Fig. 1: run 1, the clock network
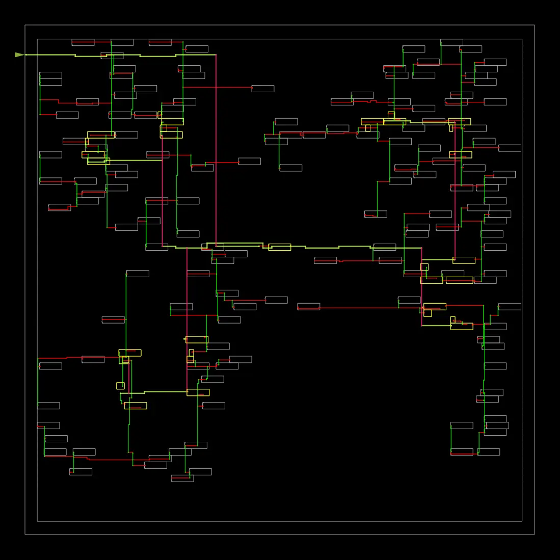
Fig. 2: run 1, metal 3
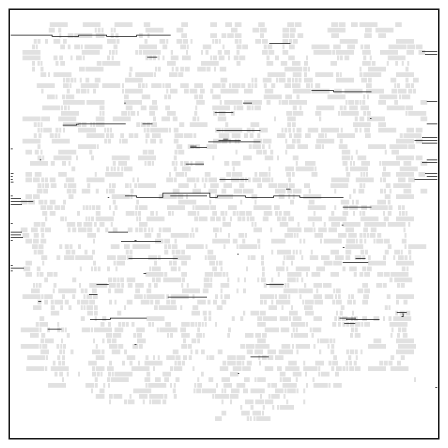
Fig. 3: run 1, clock distribution
The bar under the picture is 50 um long.
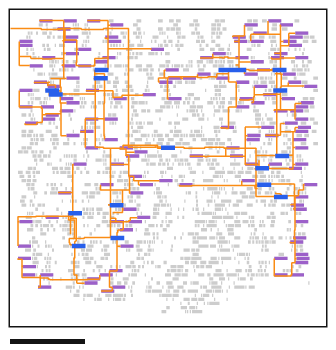
File: src/rtl/level_meter_pkg.sv
// Shared types and constants for the level meter: conversion FSM states and
// display scaling / BCD conversion sizes.
package level_meter_pkg;

    typedef enum logic [1:0] {
        IDLE    = 2'd0,
        SCALE   = 2'd1,
        CONVERT = 2'd2,
        DONE    = 2'd3
    } meter_state_t;

    localparam int SCALE_FACTOR = 10000;
    localparam int MAX_DISPLAY  = 9999;
    localparam int BCD_DIGITS   = 4;
    localparam int BIN_W        = 14;

endpackage

File: src/rtl/level_meter_bin2bcd_seq.sv
// Sequential double-dabble: BIN_W-bit binary to BCD_DIGITS packed BCD digits,
// one shift-add-3 iteration per clock after the start cycle.
module bin2bcd_seq
    import level_meter_pkg::*;
(
    input  logic                    clk_48,
    input  logic                    reset_n,
    input  logic                    i_start,
    input  logic [BIN_W-1:0]        i_bin,
    output logic                    o_busy,
    output logic                    o_done,
    output logic [BCD_DIGITS*4-1:0] o_bcd
);

    localparam int BCD_W = BCD_DIGITS * 4;
    localparam int SR_W  = BCD_W + BIN_W;
    localparam int IT_W  = $clog2(BIN_W + 1);

    logic [SR_W-1:0] r_sr;
    logic [SR_W-1:0] w_sr;
    logic [IT_W-1:0] r_iter;
    logic            r_busy;
    logic            r_done;

    assign w_sr[BIN_W-1:0] = r_sr[BIN_W-1:0];

    generate
        for (genvar gi = 0; gi < BCD_DIGITS; gi++) begin : g_digit
            logic [3:0] w_dig;
            assign w_dig = r_sr[BIN_W + gi*4 +: 4];
            assign w_sr[BIN_W + gi*4 +: 4] = (w_dig >= 4'd5) ? (w_dig + 4'd3) : w_dig;
        end
    endgenerate

    // Rotate rather than shift: the bit leaving the top is always zero for
    // in-range inputs, and the bits entering the binary half are never read.
    always_ff @(posedge clk_48 or negedge reset_n) begin
        if (!reset_n) begin
            r_sr   <= '0;
            r_iter <= '0;
            r_busy <= 1'b0;
            r_done <= 1'b0;
        end else begin
            r_done <= 1'b0;
            if (i_start && !r_busy) begin
                r_sr   <= {{BCD_W{1'b0}}, i_bin};
                r_iter <= IT_W'(BIN_W);
                r_busy <= 1'b1;
            end else if (r_busy) begin
                r_sr   <= {w_sr[SR_W-2:0], w_sr[SR_W-1]};
                r_iter <= r_iter - IT_W'(1);
                if (r_iter == IT_W'(1)) begin
                    r_busy <= 1'b0;
                    r_done <= 1'b1;
                end
            end
        end
    end

    assign o_busy = r_busy;
    assign o_done = r_done;
    assign o_bcd  = r_sr[SR_W-1 -: BCD_W];

endmodule

File: src/rtl/level_meter.sv
// Multi-channel windowed peak meter with hold, decay and sticky clip flags;
// the selected channel's held peak is shown as 4 BCD digits (per 10000 of FS).
module level_meter
    import level_meter_pkg::*;
#(
    parameter  int DATA_W       = 16,
    parameter  int NUM_CH       = 2,
    parameter  int WIN_LEN      = 4800,
    parameter  int HOLD_WINDOWS = 4,
    parameter  int DECAY_SHIFT  = 3,
    localparam int SEL_W        = (NUM_CH > 1) ? $clog2(NUM_CH) : 1
) (
    input  logic                     clk_48,
    input  logic                     reset_n,
    input  logic                     sample_valid,
    input  logic [NUM_CH*DATA_W-1:0] sample_in,
    input  logic [SEL_W-1:0]         ch_sel,
    output logic [3:0]               num3,
    output logic [3:0]               num2,
    output logic [3:0]               num1,
    output logic [3:0]               num0,
    output logic                     meter_valid,
    output logic [NUM_CH-1:0]        clip,
    output logic                     busy
);

    localparam int CNT_W  = $clog2(WIN_LEN);
    localparam int HC_W   = $clog2(HOLD_WINDOWS + 1);
    localparam int PROD_W = DATA_W + BIN_W;
    localparam logic [HC_W-1:0]   HOLD_CNT = HC_W'(HOLD_WINDOWS);
    localparam logic [DATA_W-1:0] CLIP_TH  = {1'b0, {(DATA_W-1){1'b1}}};

    logic [CNT_W-1:0]               r_win_cnt;
    logic                           w_window_done;
    logic [NUM_CH-1:0][DATA_W-1:0]  w_held;

    assign w_window_done = sample_valid && (r_win_cnt == CNT_W'(WIN_LEN - 1));

    always_ff @(posedge clk_48 or negedge reset_n) begin
        if (!reset_n)
            r_win_cnt <= '0;
        else if (sample_valid)
            r_win_cnt <= w_window_done ? '0 : r_win_cnt + CNT_W'(1);
    end

    generate
        for (genvar gi = 0; gi < NUM_CH; gi++) begin : g_ch
            logic [DATA_W-1:0] w_x;
            logic [DATA_W-1:0] w_mag;
            logic              w_sclip;
            logic [DATA_W-1:0] w_final;
            logic [DATA_W-1:0] w_decay;
            logic [DATA_W-1:0] r_win_peak;
            logic              r_win_clip;
            logic [DATA_W-1:0] r_held;
            logic [HC_W-1:0]   r_hold_cnt;
            logic [HC_W-1:0]   r_clip_cnt;

            assign w_x     = sample_in[gi*DATA_W +: DATA_W];
            assign w_mag   = w_x[DATA_W-1] ? ((~w_x) + DATA_W'(1)) : w_x;
            assign w_sclip = (w_mag >= CLIP_TH);
            // The window's last sample is folded in here, not via r_win_peak.
            assign w_final = (w_mag > r_win_peak) ? w_mag : r_win_peak;
            assign w_decay = r_held - (r_held >> DECAY_SHIFT);

            always_ff @(posedge clk_48 or negedge reset_n) begin
                if (!reset_n) begin
                    r_win_peak <= '0;
                    r_win_clip <= 1'b0;
                    r_held     <= '0;
                    r_hold_cnt <= '0;
                    r_clip_cnt <= '0;
                end else if (sample_valid) begin
                    if (w_window_done) begin
                        r_win_peak <= '0;
                        r_win_clip <= 1'b0;
                        if (w_final >= r_held) begin
                            r_held     <= w_final;
                            r_hold_cnt <= HOLD_CNT;
                        end else if (r_hold_cnt != '0) begin
                            r_hold_cnt <= r_hold_cnt - HC_W'(1);
                        end else begin
                            r_held <= (w_final > w_decay) ? w_final : w_decay;
                        end
                        if (r_win_clip || w_sclip)
                            r_clip_cnt <= HOLD_CNT;
                        else if (r_clip_cnt != '0)
                            r_clip_cnt <= r_clip_cnt - HC_W'(1);
                    end else begin
                        r_win_peak <= w_final;
                        r_win_clip <= r_win_clip | w_sclip;
                    end
                end
            end

            assign w_held[gi] = r_held;
            assign clip[gi]   = (r_clip_cnt != '0) | r_win_clip;
        end
    endgenerate

    logic [SEL_W-1:0]      w_sel;
    logic [PROD_W-1:0]     w_prod;
    logic [PROD_W-1:0]     w_shift;
    logic [BIN_W-1:0]      w_scaled;
    logic                  w_bcd_busy;
    logic                  w_bcd_done;
    logic [BCD_DIGITS*4-1:0] w_bcd;

    meter_state_t            r_state;
    logic [BCD_DIGITS*4-1:0] r_num;
    logic                    r_meter_valid;

    assign w_sel    = (int'(ch_sel) < NUM_CH) ? ch_sel : '0;
    assign w_prod   = w_held[w_sel] * BIN_W'(SCALE_FACTOR);
    assign w_shift  = w_prod >> (DATA_W - 1);
    assign w_scaled = (w_shift > PROD_W'(MAX_DISPLAY)) ? BIN_W'(MAX_DISPLAY) : w_shift[BIN_W-1:0];

    // ch_sel and the held peak are captured by the converter's start cycle.
    bin2bcd_seq u_bin2bcd (
        .clk_48  (clk_48),
        .reset_n (reset_n),
        .i_start (r_state == SCALE),
        .i_bin   (w_scaled),
        .o_busy  (w_bcd_busy),
        .o_done  (w_bcd_done),
        .o_bcd   (w_bcd)
    );

    always_ff @(posedge clk_48 or negedge reset_n) begin
        if (!reset_n) begin
            r_state       <= IDLE;
            r_num         <= '0;
            r_meter_valid <= 1'b0;
        end else begin
            r_meter_valid <= 1'b0;
            case (r_state)
                IDLE:    if (w_window_done) r_state <= SCALE;
                SCALE:   r_state <= CONVERT;
                CONVERT: if (w_bcd_done) r_state <= DONE;
                DONE: begin
                    r_num         <= w_bcd;
                    r_meter_valid <= 1'b1;
                    r_state       <= IDLE;
                end
                default: r_state <= IDLE;
            endcase
        end
    end

    assign num3        = r_num[15:12];
    assign num2        = r_num[11:8];
    assign num1        = r_num[7:4];
    assign num0        = r_num[3:0];
    assign meter_valid = r_meter_valid;
    assign busy        = (r_state != IDLE) | w_bcd_busy;

endmodule

File: config.mk
export PLATFORM = sky130hd
export DESIGN_NAME = level_meter
export DESIGN_NICKNAME = d
export VERILOG_FILES = /design/src/rtl/level_meter_pkg.sv /design/src/rtl/level_meter_bin2bcd_seq.sv /design/src/rtl/level_meter.sv
export SDC_FILE = /design/constraint.sdc
export NUM_CORES = 1
export LEC_CHECK = 0
export CELL_PAD_IN_SITES_DETAIL_PLACEMENT = 0
export CELL_PAD_IN_SITES_GLOBAL_PLACEMENT = 2
export CORE_MARGIN = 5
export CORE_UTILIZATION = 35
export CTS_CLUSTER_DIAMETER = 80
export DETAILED_ROUTE_END_ITERATION = 16
export PLACE_DENSITY_LB_ADDON = 0.1
export RECOVER_POWER = 50
export SYNTH_ARGS = -nofsm -noshare
export SYNTH_HDL_FRONTEND = slang
export SYNTH_SLANG_ARGS = --single-unit
File: constraint.sdc
create_clock -name clk_48 -period 14.7 [get_ports clk_48]
set_clock_uncertainty 0.1 [all_clocks]
set_input_delay 3.675 -clock clk_48 [delete_from_list [all_inputs] [get_ports clk_48]]
set_output_delay 3.675 -clock clk_48 [all_outputs]
set_load 0.005 [all_outputs]
==> run summary, run 1 <==
GRT Resource Usage Total: 0.169
Ratio of total power to cell area: 115 mW/mm^2
Reg area: 0.00365 mm^2
CTS Sinks: 146
Area leader share: 0.261
Dominant kind of cell by area: multi-input combinational cells
Seq pwr share: 0.264
DR iter-0 viols: 489
Failing checks: capacitance limit, slew limit
Fin. max-slew vios: 207
Fillcell total: 4140
Routed wire length on met3: 737 um
Reg-to-reg endpoint: u_bin2bcd.r_sr[0]$_DFFE_PN0P_
Maxcap violations: 3
Status: finished with violations
Largest area contributor in the netlist: dfrtp_1
Slowest stage cell, crit path: and2_0
Worst slew pin tran: 5.10 ns
Chip Width: 210 um
Synth Area per Inst: 8.66 um^2
Final Cell Area: 0.0156 mm^2
Ys flops: 146
Flop+latch power: 475 uW
Top flop regs: g_ch.r_held x32, g_ch.r_win_peak x32, u_bin2bcd.r_sr x30
## Picture notes: Fig. 1
registers: 146
Clk. pwr: 436 uW

## Picture notes: Fig. 2
main direction: horizontal
share of all routed wire: 2.1%
longest straight run: 25.3 um
nets with wire on the layer: 61
wire length on this layer: 738 um
total wire length: 36.0 mm
via count: 11300
met3 usage: 0.0220

## Picture notes: Fig. 3
[purple] flip-flops | count: 146
[orange] clock wires | length: 2540 um
[blue] cells driving clock nets | count: 17
routed clock nets: 18
Worst-Skew Late Latency: 0.44 ns
clock share of power: 0.243

Fig. 4: run 1, layout detail
Region (85, 85) to (125, 125) um. Cells in gray, sequential cells in the stronger gray; small squares are vias.
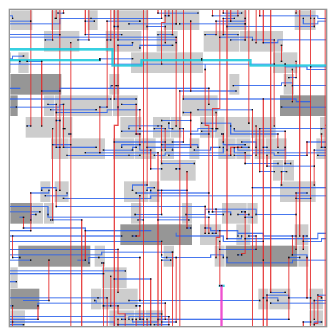

--- run 2 (diff from run 1) ---
==> constraint.sdc (replaced) <==
create_clock -name clk_48 -period 11.45 [get_ports clk_48]
set_clock_uncertainty 0.1 [all_clocks]
set_input_delay 2.8625 -clock clk_48 [delete_from_list [all_inputs] [get_ports clk_48]]
set_output_delay 2.8625 -clock clk_48 [all_outputs]
set_load 0.005 [all_outputs]
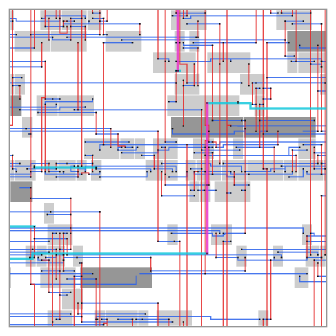
Fig. 5. Layout detail (run 2).
Region (85, 85) to (125, 125) um. Cells in gray, sequential cells in the stronger gray; small squares are vias.
| color | layer |
|---|---|
| magenta | met4 |
| blue | met1 |
| red | met2 |
| cyan | met3 |
sequential cells in the window: 4
netlist names of flops here include: `g_ch.r_held` (4)
cells with their middle in the window: 70
most frequent: inv_1 (13), ha_1 (11), nand2_1 (9)

==> run 2 against run 1 <==
Net effect: the run still ends with capacitance limit, slew limit left; largest cell class unchanged; design area up 0.84%; critical endpoint is now g_ch[1].r_held[10]$_DFFE_PN0P_; synthesized area unchanged; hold slack got worse by 0.00090 ns; critical path type unchanged.
==> run summary, run 2 <==
Top flop regs: g_ch.r_held x32, g_ch.r_win_peak x32, u_bin2bcd.r_sr x30
Registers: 146 (unchanged)
Reg-to-reg endpoint: u_bin2bcd.r_sr[0]$_DFFE_PN0P_
Status: finished with violations
Number of buffers added for setup after CTS: 0
Clk. pwr: 612 uW (+40%)
Final nets: 1953
Area leader share: 0.261 (unchanged)
Final Hold Fails: 0
# diodes: 0
Slowest stage cell, crit path: and2_1
Seq pwr share: 0.257 (-0.007)
Final Cell Area: 0.0158 mm^2 (+0.84%)
Met2 WL: 16.6 mm
DR top layer: met4
ANT nets after route: 0
Fin. max-slew vios: 207 (unchanged)
Met3 usage: 0.0269 (+0.00493)
Multi-In Gates: 1209
CTS Sinks: 146 (unchanged)
Maxcap violations: 3 (unchanged)
Worst Setup End Kind: flip-flop
Yosys warning count: 0
Reg area: 0.00365 mm^2 (unchanged)
DR iter-0 viols: 604 (+24%)
Stage-log warning count: 39
Worst-Skew Late Latency: 0.46 ns (+0.02 ns)
GRT Resource Usage Total: 0.168 (-0.000368)
Ys flops: 146 (unchanged)
Dominant kind of cell by area: multi-input combinational cells
Routed wire length on met3: 812 um (+10%)
Synth Area per Inst: 8.66 um^2 (unchanged)
Total wire length: 35.9 mm (-0.26%)
CTS resizes: 0
Tmin final: 9.97 ns
Chip Width: 210 um (unchanged)
Worst Setup EP: g_ch[1].r_held[10]$_DFFE_PN0P_
P_int: 1.43 mW
Via count: 11200 (-0.45%)
DR vias/cell: 5.09
Slew headroom: -2.12
Crit path from: sample_in[20]
Clock share of power: 0.258 (+0.015)
Hold Path Stages: 2
CTS tree: done
Floorplan Nets: 1900
Failing checks: capacitance limit, slew limit
Flop+latch power: 609 uW (+28%)
Worst slew pin tran: 4.68 ns (-0.424 ns)
Fig. 6: run 2, clock distribution
The bar under the picture is 50 um long.
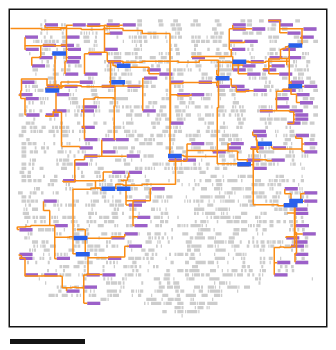

--- run 3 (diff from run 2) ---
--- a/config.mk
+++ b/config.mk
@@ -7,7 +7,6 @@
 export LEC_CHECK = 0
 export CELL_PAD_IN_SITES_DETAIL_PLACEMENT = 0
 export CELL_PAD_IN_SITES_GLOBAL_PLACEMENT = 2
-export CORE_MARGIN = 5
 export CORE_UTILIZATION = 35
 export CTS_CLUSTER_DIAMETER = 80
 export DETAILED_ROUTE_END_ITERATION = 16
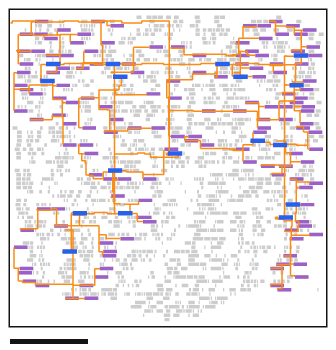
Fig. 7. Clock distribution (run 3).
The bar under the picture is 50 um long.
[blue] cells driving clock nets | count: 17
[purple] flip-flops | count: 146
[orange] clock wires | length: 2600 um
flops lie: spread over the die
routed clock nets: 18

==> run 3 against run 2 <==
Net effect: critical endpoint is now g_ch[1].r_held[2]$_DFFE_PN0P_; synthesized area did not move; hold slack barely moved; critical path type unchanged; the flow still finishes with violations (capacitance limit, slew limit); maximum frequency rose by 3.2%; design area fell by 0.74%.
==> run summary, run 3 <==
Floorplan Nets: 1900 (unchanged)
# diodes: 0 (unchanged)
Final nets: 1945 (-0.41%)
Dominant kind of cell by area: multi-input combinational cells
Slew headroom: -2.05 (+0.0693)
Chip Width: 202 um (-3.8%)
Multi-In Gates: 1209 (unchanged)
Final Hold Fails: 0 (unchanged)
Reg-to-reg endpoint: u_bin2bcd.r_sr[0]$_DFFE_PN0P_
Maxcap violations: 3 (unchanged)
Failing checks: capacitance limit, slew limit
Stage-log warning count: 39 (unchanged)
Met3 usage: 0.0279 (+0.000988)
Synth Area per Inst: 8.66 um^2 (unchanged)
Area leader share: 0.261 (unchanged)
Crit path from: sample_in[20]
DR vias/cell: 5.17 (+1.5%)
Clk. pwr: 567 uW (-7.4%)
P_int: 1.36 mW (-5.2%)
Number of buffers added for setup after CTS: 0 (unchanged)
CTS resizes: 0 (unchanged)
Worst Setup End Kind: flip-flop
CTS Sinks: 146 (unchanged)
Tmin final: 9.66 ns (-0.309 ns)
Reg area: 0.00365 mm^2 (unchanged)
Clock share of power: 0.246 (-0.012)
Worst slew pin tran: 4.57 ns (-0.104 ns)
Final Cell Area: 0.0157 mm^2 (-0.74%)
Seq pwr share: 0.264 (+0.007)
Fin. max-slew vios: 207 (unchanged)
Via count: 11300 (+0.79%)
Met2 WL: 16.8 mm (+0.91%)
Status: finished with violations
Worst-Skew Late Latency: 0.46 ns (about the same)
Worst Setup EP: g_ch[1].r_held[2]$_DFFE_PN0P_
No activity file was given, so power comes from the tool's default toggle rates.
